**Run 1: clock routing**

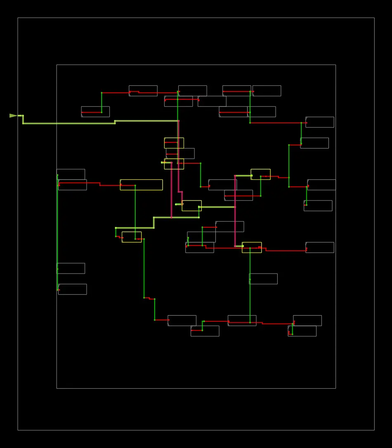
**Run 1: ports around the boundary**

Scale: 2 px per um. Pins as bars across the die edge, other pins in gray.
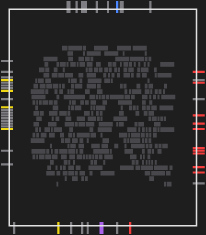
**Run 1: cell classes on the final placement**

Scale: 3 px per um. Fill, decap, tap and diode cells in gray.
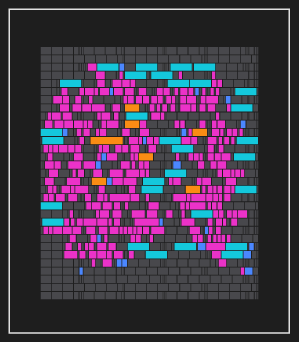
## src/rtl/l4_backtrace_ctl_pkg.sv

```systemverilog
// Shared definitions for the L4 backtrace sequencer: direction codes, FSM encoding,
// default coordinate width and the off-grid step test.
package l4_pkg;

    localparam int L4_NBITS = 5;

    localparam logic [1:0] DIR_N = 2'b00;  // y+1
    localparam logic [1:0] DIR_S = 2'b01;  // y-1
    localparam logic [1:0] DIR_E = 2'b10;  // x+1
    localparam logic [1:0] DIR_W = 2'b11;  // x-1

    typedef enum logic [2:0] {
        S_IDLE,
        S_LOAD,
        S_MARK,
        S_READ,
        S_STEP,
        S_FIN,
        S_ERR
    } state_t;

    // True when stepping in direction d from a cell on the given edges leaves the grid.
    function automatic logic off_grid(input logic [1:0] d, input logic x_hi, input logic x_lo,
                                      input logic y_hi, input logic y_lo);
        case (d)
            DIR_N:   off_grid = y_hi;
            DIR_S:   off_grid = y_lo;
            DIR_E:   off_grid = x_hi;
            default: off_grid = x_lo;
        endcase
    endfunction

endpackage

```

## src/rtl/l4_coord_ctr.sv

```systemverilog
// One coordinate axis of the backtrace walk: NBITS up/down counter,
// priority load > up > down.
module l4_coord_ctr
    import l4_pkg::*;
#(
    parameter int NBITS = L4_NBITS
) (
    input  logic             clk,
    input  logic             resetn,
    input  logic             lden,
    input  logic             upen,
    input  logic             dnen,
    input  logic [NBITS-1:0] din,
    output logic [NBITS-1:0] q
);

    always_ff @(posedge clk) begin
        if (!resetn)   q <= '0;
        else if (lden) q <= din;
        else if (upen) q <= q + 1'b1;
        else if (dnen) q <= q - 1'b1;
    end

endmodule

```

## src/rtl/l4_backtrace_ctl.sv

```systemverilog
// L4 backtrace sequencer: walks predecessor codes from target back to source.
// Path marking (MARK state, wr_req/wr_ack) exists only when L4_BT_MARK_EN is defined.
module l4_backtrace_ctl
    import l4_pkg::*;
#(
    parameter int NBITS = L4_NBITS,
    parameter int SBITS = 2*NBITS+1
) (
    input  logic             clk,
    input  logic             resetn,
    input  logic             start,
    input  logic [NBITS-1:0] src_x,
    input  logic [NBITS-1:0] src_y,
    input  logic [NBITS-1:0] tgt_x,
    input  logic [NBITS-1:0] tgt_y,
    output logic             rd_req,
    input  logic             rd_ack,
    input  logic             dir_vld,
    input  logic [1:0]       dir,
    output logic             wr_req,
    input  logic             wr_ack,
    output logic [NBITS-1:0] cur_x,
    output logic [NBITS-1:0] cur_y,
    output logic             busy,
    output logic             done,
    output logic             err,
    output logic [SBITS-1:0] path_len
);

    localparam logic [SBITS-1:0] LOOP_LIM = SBITS'(1) << (2*NBITS);

    state_t           state;
    logic [1:0]       dir_q;
    logic             lden;
    logic             x_up, x_dn, y_up, y_dn;
    logic             bad_step;
    logic [SBITS-1:0] len_inc;

    assign lden    = (state == S_LOAD);
    assign x_up    = (state == S_STEP) && (dir_q == DIR_E);
    assign x_dn    = (state == S_STEP) && (dir_q == DIR_W);
    assign y_up    = (state == S_STEP) && (dir_q == DIR_N);
    assign y_dn    = (state == S_STEP) && (dir_q == DIR_S);
    assign len_inc = path_len + 1'b1;
    assign bad_step = !dir_vld || off_grid(dir, &cur_x, ~|cur_x, &cur_y, ~|cur_y);

    l4_coord_ctr #(.NBITS(NBITS)) u_ctr_x (
        .clk(clk), .resetn(resetn), .lden(lden), .upen(x_up), .dnen(x_dn),
        .din(tgt_x), .q(cur_x)
    );

    l4_coord_ctr #(.NBITS(NBITS)) u_ctr_y (
        .clk(clk), .resetn(resetn), .lden(lden), .upen(y_up), .dnen(y_dn),
        .din(tgt_y), .q(cur_y)
    );

`ifdef L4_BT_MARK_EN
    logic at_src;
    assign at_src = (cur_x == src_x) && (cur_y == src_y);
`else
    // Without marking, the source decision is made on the coordinate the counters
    // are about to take, so the walk skips straight to READ or FIN.
    logic [NBITS-1:0] nxt_x, nxt_y;
    logic             nxt_at_src, tgt_at_src;
    wire              unused_wr_ack = wr_ack;

    always_comb begin
        nxt_x = cur_x;
        nxt_y = cur_y;
        case (dir_q)
            DIR_N:   nxt_y = cur_y + 1'b1;
            DIR_S:   nxt_y = cur_y - 1'b1;
            DIR_E:   nxt_x = cur_x + 1'b1;
            default: nxt_x = cur_x - 1'b1;
        endcase
    end

    assign nxt_at_src = (nxt_x == src_x) && (nxt_y == src_y);
    assign tgt_at_src = (tgt_x == src_x) && (tgt_y == src_y);
    assign wr_req     = 1'b0;
`endif

    always_ff @(posedge clk) begin
        if (!resetn) begin
            state    <= S_IDLE;
            rd_req   <= 1'b0;
`ifdef L4_BT_MARK_EN
            wr_req   <= 1'b0;
`endif
            busy     <= 1'b0;
            done     <= 1'b0;
            err      <= 1'b0;
            path_len <= '0;
            dir_q    <= DIR_N;
        end else begin
            done <= 1'b0;
            case (state)
                S_IDLE: if (start) begin
                    state    <= S_LOAD;
                    busy     <= 1'b1;
                    err      <= 1'b0;
                    path_len <= '0;
                end
`ifdef L4_BT_MARK_EN
                S_LOAD: begin
                    state  <= S_MARK;
                    wr_req <= 1'b1;
                end
                S_MARK: if (wr_ack) begin
                    wr_req <= 1'b0;
                    if (at_src) begin
                        state <= S_FIN;
                        done  <= 1'b1;
                    end else begin
                        state  <= S_READ;
                        rd_req <= 1'b1;
                    end
                end
`else
                S_LOAD: if (tgt_at_src) begin
                    state <= S_FIN;
                    done  <= 1'b1;
                end else begin
                    state  <= S_READ;
                    rd_req <= 1'b1;
                end
`endif
                S_READ: if (rd_ack) begin
                    rd_req <= 1'b0;
                    if (bad_step) begin
                        state <= S_ERR;
                        err   <= 1'b1;
                    end else begin
                        dir_q <= dir;
                        state <= S_STEP;
                    end
                end
                S_STEP: begin
                    path_len <= len_inc;
                    if (len_inc == LOOP_LIM) begin
                        state <= S_ERR;
                        err   <= 1'b1;
`ifdef L4_BT_MARK_EN
                    end else begin
                        state  <= S_MARK;
                        wr_req <= 1'b1;
                    end
`else
                    end else if (nxt_at_src) begin
                        state <= S_FIN;
                        done  <= 1'b1;
                    end else begin
                        state  <= S_READ;
                        rd_req <= 1'b1;
                    end
`endif
                end
                S_FIN, S_ERR: begin
                    state <= S_IDLE;
                    busy  <= 1'b0;
                end
                default: begin
                    state <= S_IDLE;
                    busy  <= 1'b0;
                end
            endcase
        end
    end

endmodule
```

## config.mk

```make
export PLATFORM = sky130hd
export DESIGN_NAME = l4_backtrace_ctl
export DESIGN_NICKNAME = d
export VERILOG_FILES = /design/src/rtl/l4_backtrace_ctl_pkg.sv /design/src/rtl/l4_coord_ctr.sv /design/src/rtl/l4_backtrace_ctl.sv
export SDC_FILE = /design/constraint.sdc
export NUM_CORES = 1
export LEC_CHECK = 0
export ABC_AREA = 0
export CORE_ASPECT_RATIO = 1.2
export CORE_MARGIN = 10
export CORE_UTILIZATION = 40
export DETAILED_ROUTE_END_ITERATION = 12
export DONT_BUFFER_PORTS = 1
export GPL_TIMING_DRIVEN = 0
export PLACE_DENSITY = 0.65
export SYNTH_ARGS = -nofsm -noshare
export SYNTH_HDL_FRONTEND = slang
export SYNTH_SLANG_ARGS = --single-unit
```

## constraint.sdc

```tcl
create_clock -name clk -period 4.5 [get_ports clk]
set_clock_uncertainty 0.2 [all_clocks]
set_input_delay 0.45 -clock clk [delete_from_list [all_inputs] [get_ports clk]]
set_output_delay 0.45 -clock clk [all_outputs]
set_load 0.005 [all_outputs]
```

==> impl_metrics.xml, run 1 <==
<?xml version="1.0" encoding="UTF-8"?>
<metrics>
  <group name="run_status">
    <metric name="outcome" unit="">completed</metric>
  </group>
  <group name="grt">
    <metric name="track_usage" unit="">0.149</metric>
    <metric name="pin_count_of_the_biggest_net_entering_global_routing" unit="">11</metric>
    <metric name="gr-total-overflow" unit="">0</metric>
  </group>
  <group name="timing">
    <metric name="timing.fmax" unit="GHz">0.360</metric>
    <metric name="final_max_slew_viol_count" unit="">0</metric>
    <metric name="hold_slack" unit="ps">82.9</metric>
    <metric name="period_used_share" unit="">0.617</metric>
  </group>
  <group name="synthesis">
    <metric name="syn_avg_cell_area" unit="sq um">7.65</metric>
    <metric name="synthesis.yosys.warnings" unit="">0</metric>
    <metric name="syn_inst" unit="">333</metric>
    <metric name="synth-edff-count" unit="">0</metric>
    <metric name="synth.top_cells.by_area" unit="">dfxtp_1, xnor2_1, nor2_1, ha_1, a21oi_1</metric>
    <metric name="async_reset_ff_frac" unit="">0</metric>
  </group>
  <group name="setup_path">
    <metric name="path_buffers" unit="">1</metric>
    <metric name="timing.setup.critical_path_class" unit="">flop to flop</metric>
    <metric name="reg2reg_depth" unit="">8</metric>
    <metric name="critical_path_cell_by_cell" unit="">inv_1, ha_1, nor3b_4, a31o_2, a221oi_1, nand4_1, o41ai_1, a21oi_1</metric>
  </group>
  <group name="die">
    <metric name="die_y" unit="um">107</metric>
    <metric name="fp.dieArea" unit="sq um">9980</metric>
  </group>
  <group name="drt">
    <metric name="vias_post_dr" unit="">2449</metric>
    <metric name="remaining_drc_errors" unit="">0</metric>
    <metric name="dr_vias_cell" unit="">5.80</metric>
    <metric name="antenna_left" unit="">0</metric>
    <metric name="firstDrtPassIters" unit="">4</metric>
  </group>
  <group name="clock_tree">
    <metric name="cts.path.max_buffers" unit="">2</metric>
  </group>
  <group name="final_layout">
    <metric name="final_layout_size_suffix_gt1_frac" unit="">0.115</metric>
  </group>
  <group name="pwr">
    <metric name="leakage" unit="nW">1.00</metric>
  </group>
  <group name="place">
    <metric name="portBuffers" unit="">0</metric>
  </group>
</metrics>
## Picture notes: 'clock routing'
total CTS buffers: 5
clk latency late pin: 290 ps
clk sinks: 30
layout clock buffer count: 6

## Picture notes: 'ports around the boundary'
Key: purple = dir [pins 2, direction input, edge bottom]; red = path_len [pins 11, direction output, edge 10 right, 1 bottom]; yellow = src_x [pins 5, direction input, edge 4 left, 1 bottom]; blue = rd_req [pins 1, direction output, edge top]

## Picture notes: 'cell classes on the final placement'
Key: magenta = remaining logic cells [cells 281]; cyan = registers [cells 30]; orange = clock drivers and dummy loads [cells 7]; blue = remaining buffers and delay cells [cells 22]
fraction of area in registers: 0.217
final core area utilization: 0.451
Std-Cell Core Area: 6130 sq um

run 1: state kept, by name (all words and copies together) (netlist names):
name and flops:
path_len 11, u_ctr_x.q 5, u_ctr_y.q 5, state 3, dir_q 2, busy 1
done 1, err 1, rd_req 1
run 1: power by group:
part           internal, W  leakage, nW  switching (W)
Combinational    0.0000669        0.698      0.0000881
Clock             0.000177       0.0573       0.000110
Sequential        0.000278        0.245      0.0000230
Total             0.000522         1.00       0.000221
run 1: kinds of logic (layout without fill, tap and decap cells):
family	Yosys count	count (layout)	synth area share
adders and majority gates	10	10	0.0491
and+or+nand+nor	145	145	0.311
xor gates and xnor gates	32	32	0.110
buffers and inverters	33	40	0.0599
muxes	8	8	0.0378
other	1	1	0.00147
DFF	30	30	0.236
AOI/OAI and AO/OA	74	74	0.195
run 1: layer usage:
metal,GRT usage,up-vias,share of wire
li1,-,1217,-
met1,0.164,1147,0.39
met2,0.264,78,0.51
met3,0.0551,7,0.098
met4,0.0331,0,0.0072
met5,0,-,0
run 1: final timing paths:
check                from  endpoint  slack (ps)
max          u_ctr_y.q[0]  state[1]        1720
min                resetn  state[0]          80
max reg2reg  u_ctr_y.q[0]  state[1]        1720
min reg2reg          busy      busy         360
run 1: cell type report:
type | count | area share
Multi-Input combinational cell | 270 | 0.650
Sequential cell | 30 | 0.217
Buffer | 22 | 0.0403
Tap cell | 82 | 0.0371
Clock buffer | 6 | 0.0299
Inverter | 11 | 0.0149
Clock inverter | 1 | 0.0109
run 1: through the flow:
| stage | std cells | total power (W) |
|---|---|---|
| after floorplan | 333 | 0.000424 |
| after global placement | 415 | 0.000458 |
| after detailed placement | 415 | 0.000461 |
| after CTS | 422 | 0.000747 |
| after global routing | 422 | 0.000781 |
| final | 422 | 0.000743 |
run 1: cell usage in the layout (no fill, tap or decap), types with 8 or more instances in the layout:
master    count
nand2_1      19
a21oi_1      24
nor2_1       41
buf_2        11
dfxtp_1      30
xnor2_1      19
inv_1        10
nand4_1      11
nand3_1      14
xor2_1       13
nor3_1       13
o21ai_0      12
ha_1         10
nand2b_1      8
run 1: worst register-to-register path: cells and delay by family, from the launching register on:
kind                       cells  cell delay, ps
DFF                            1             540
and+or+nand+nor                2             380
buffers and inverters          1             120
adders and majority gates      1             230
AOI/OAI and AO/OA              4            1160
**Run 1: met2 routing**

Scale: 3 px per um.
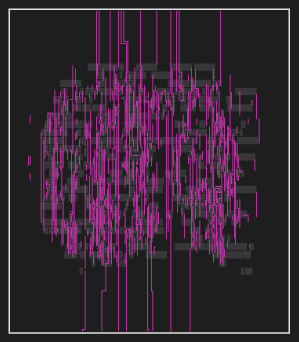

==> run 1 -> run 2 <==
Clock period 4.5 ns to 2.6 ns, I/O delays scaled along.
**Run 2: met2 routing**

Scale: 3 px per um.
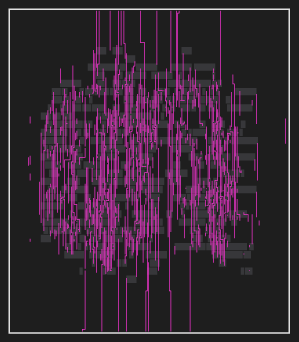
The longest straight run is 51.3 um. The layer holds 52% of the routed length. 325 nets have wire on it. The wires run mostly vertical. The layer carries 4050 um of wire.

==> impl_metrics.xml, run 2 <==
<?xml version="1.0" encoding="UTF-8"?>
<metrics>
  <group name="run_status">
    <metric name="outcome" unit="">completed</metric>
  </group>
  <group name="final_layout">
    <metric name="layout_top_cells" unit="">nor2_1, dfxtp_1, a21oi_1, nand2_1, xnor2_1</metric>
    <metric name="final_layout_size_suffix_gt1_frac" unit="">0.155</metric>
    <metric name="layout.cells.most_common" unit="">nor2_1</metric>
    <metric name="register_ranked_first_by_flip_flop_count" unit="">path_len</metric>
    <metric name="flip_flop_count_of_the_largest_register_after_layout" unit="">11</metric>
  </group>
  <group name="setup_path">
    <metric name="regToRegStartpoint" unit="">u_ctr_x.q[0]</metric>
    <metric name="timing.setup.critical_path_class" unit="">flop to flop</metric>
    <metric name="setup.reg_to_reg.worst_slack" unit="ps">70</metric>
  </group>
  <group name="synthesis">
    <metric name="synth.top_cells.by_area" unit="">dfxtp_1, xnor2_1, nor2_1, ha_1, a21oi_1</metric>
    <metric name="syn_inst" unit="">333</metric>
    <metric name="synthesis.yosys.warnings" unit="">0</metric>
    <metric name="async_reset_ff_frac" unit="">0</metric>
    <metric name="synth-edff-count" unit="">0</metric>
    <metric name="syn_avg_cell_area" unit="sq um">7.65</metric>
  </group>
  <group name="timing">
    <metric name="report.final.setup_viol" unit="">0</metric>
    <metric name="final_max_slew_viol_count" unit="">0</metric>
    <metric name="hold_slack" unit="ps">13.5</metric>
  </group>
  <group name="clock_tree">
    <metric name="clock-sinks" unit="">30</metric>
    <metric name="htree_num_levels" unit="">2</metric>
    <metric name="clk-insertion-delay-late" unit="ps">290</metric>
    <metric name="cts.path.max_buffers" unit="">2</metric>
  </group>
  <group name="drt">
    <metric name="dr_vias_cell" unit="">5.77</metric>
    <metric name="remaining_drc_errors" unit="">0</metric>
    <metric name="firstDrtPassIters" unit="">4</metric>
    <metric name="antenna_left" unit="">0</metric>
  </group>
  <group name="grt">
    <metric name="gr-total-overflow" unit="">0</metric>
    <metric name="pin_count_of_the_biggest_net_entering_global_routing" unit="">11</metric>
    <metric name="track_usage" unit="">0.153</metric>
  </group>
  <group name="place">
    <metric name="portBuffers" unit="">0</metric>
  </group>
  <group name="die">
    <metric name="die_y" unit="um">107</metric>
    <metric name="fp.dieArea" unit="sq um">9980</metric>
    <metric name="core-area" unit="sq um">6130</metric>
  </group>
  <group name="pwr">
    <metric name="leakage" unit="nW">1.06</metric>
    <metric name="design_power_total" unit="W">0.00133</metric>
  </group>
  <group name="worst_hold_path">
    <metric name="hold_end" unit="">state[1]</metric>
    <metric name="min_from" unit="">rd_ack</metric>
  </group>
</metrics>
run 2: cell counts after synthesis:
Identical to the previous run, type by type.
run 2: worst max-delay path by stage:
stage	start	end	slack [ps]	cells after the start
4_1_cts	u_ctr_y.q[0]	rd_req	3	9
6_report	u_ctr_x.q[0]	state[1]	70	9
5_1_grt	u_ctr_y.q[1]	rd_req	-30	9
3_5_place_dp	u_ctr_y.q[0]	state[1]	-120	8
3_3_place_gp	u_ctr_y.q[0]	rd_req	-110	9
2_1_floorplan	path_len[0]	state[0]	200	7
run 2: power by group:
part	total (W)	internal (W)	switching, W
combinational	0.000306	0.000139	0.000167
sequential	0.000522	0.000481	0.0000418
clock	0.000499	0.000307	0.000192
total	0.00133	0.000926	0.000401
run 2: cells by family (layout without fill, tap and decap cells):
group,count (synthesis),count (layout),synth area share
simple gates,145,145,0.311
compound gates,74,74,0.195
buf+inv,33,54,0.0599
xor+xnor,32,32,0.110
flops,30,30,0.236
fa+ha+maj,10,10,0.0491
mux,8,8,0.0378
other cells,1,1,0.00147
run 2: cell type report:
type | count | area [sq um] | area share
multi-input combinational | 270 | 1880 | 0.626
sequential | 30 | 616 | 0.205
timing repair buffer | 14 | 138 | 0.0458
buffer | 22 | 114 | 0.0379
tap | 82 | 103 | 0.0341
clock buffer | 6 | 82.6 | 0.0275
inverter | 11 | 41.3 | 0.0137
clock inverter | 1 | 30.0 | 0.00999
run 2: repair_timing:
action,4_1_cts,5_1_grt
pin swaps,0,6
hold buffers,13,0
resized,7,15
endpoints found under the hold margin,16,0
endpoints found under the setup margin,5,5
setup buffers,0,1
run 2: metal layers:
layer  track usage  part of all wire  vias up
met5             0                 0        -
met4        0.0353            0.0092        0
met3        0.0544             0.091       11
met2         0.275              0.52       93
met1         0.168              0.38     1167
li1              -                 -     1246
run 2: critical path, stage by stage, from the launching register on:
cell      delay (ps)
dfxtp_2          370
ha_1             220
and3_1           210
ha_4             280
inv_1             40
a311oi_2         220
a31o_2           170
nand4_1          160
o41ai_2          380
a21oi_1          110
run 2: through the flow:
stage,instances,setup TNS [ps]
after floorplan,333,0
after global placement,415,-351
after detailed placement,415,-421
after CTS,435,0
after global routing,436,-31.9
final,436,0
Power is estimated from default activity; no workload was simulated.
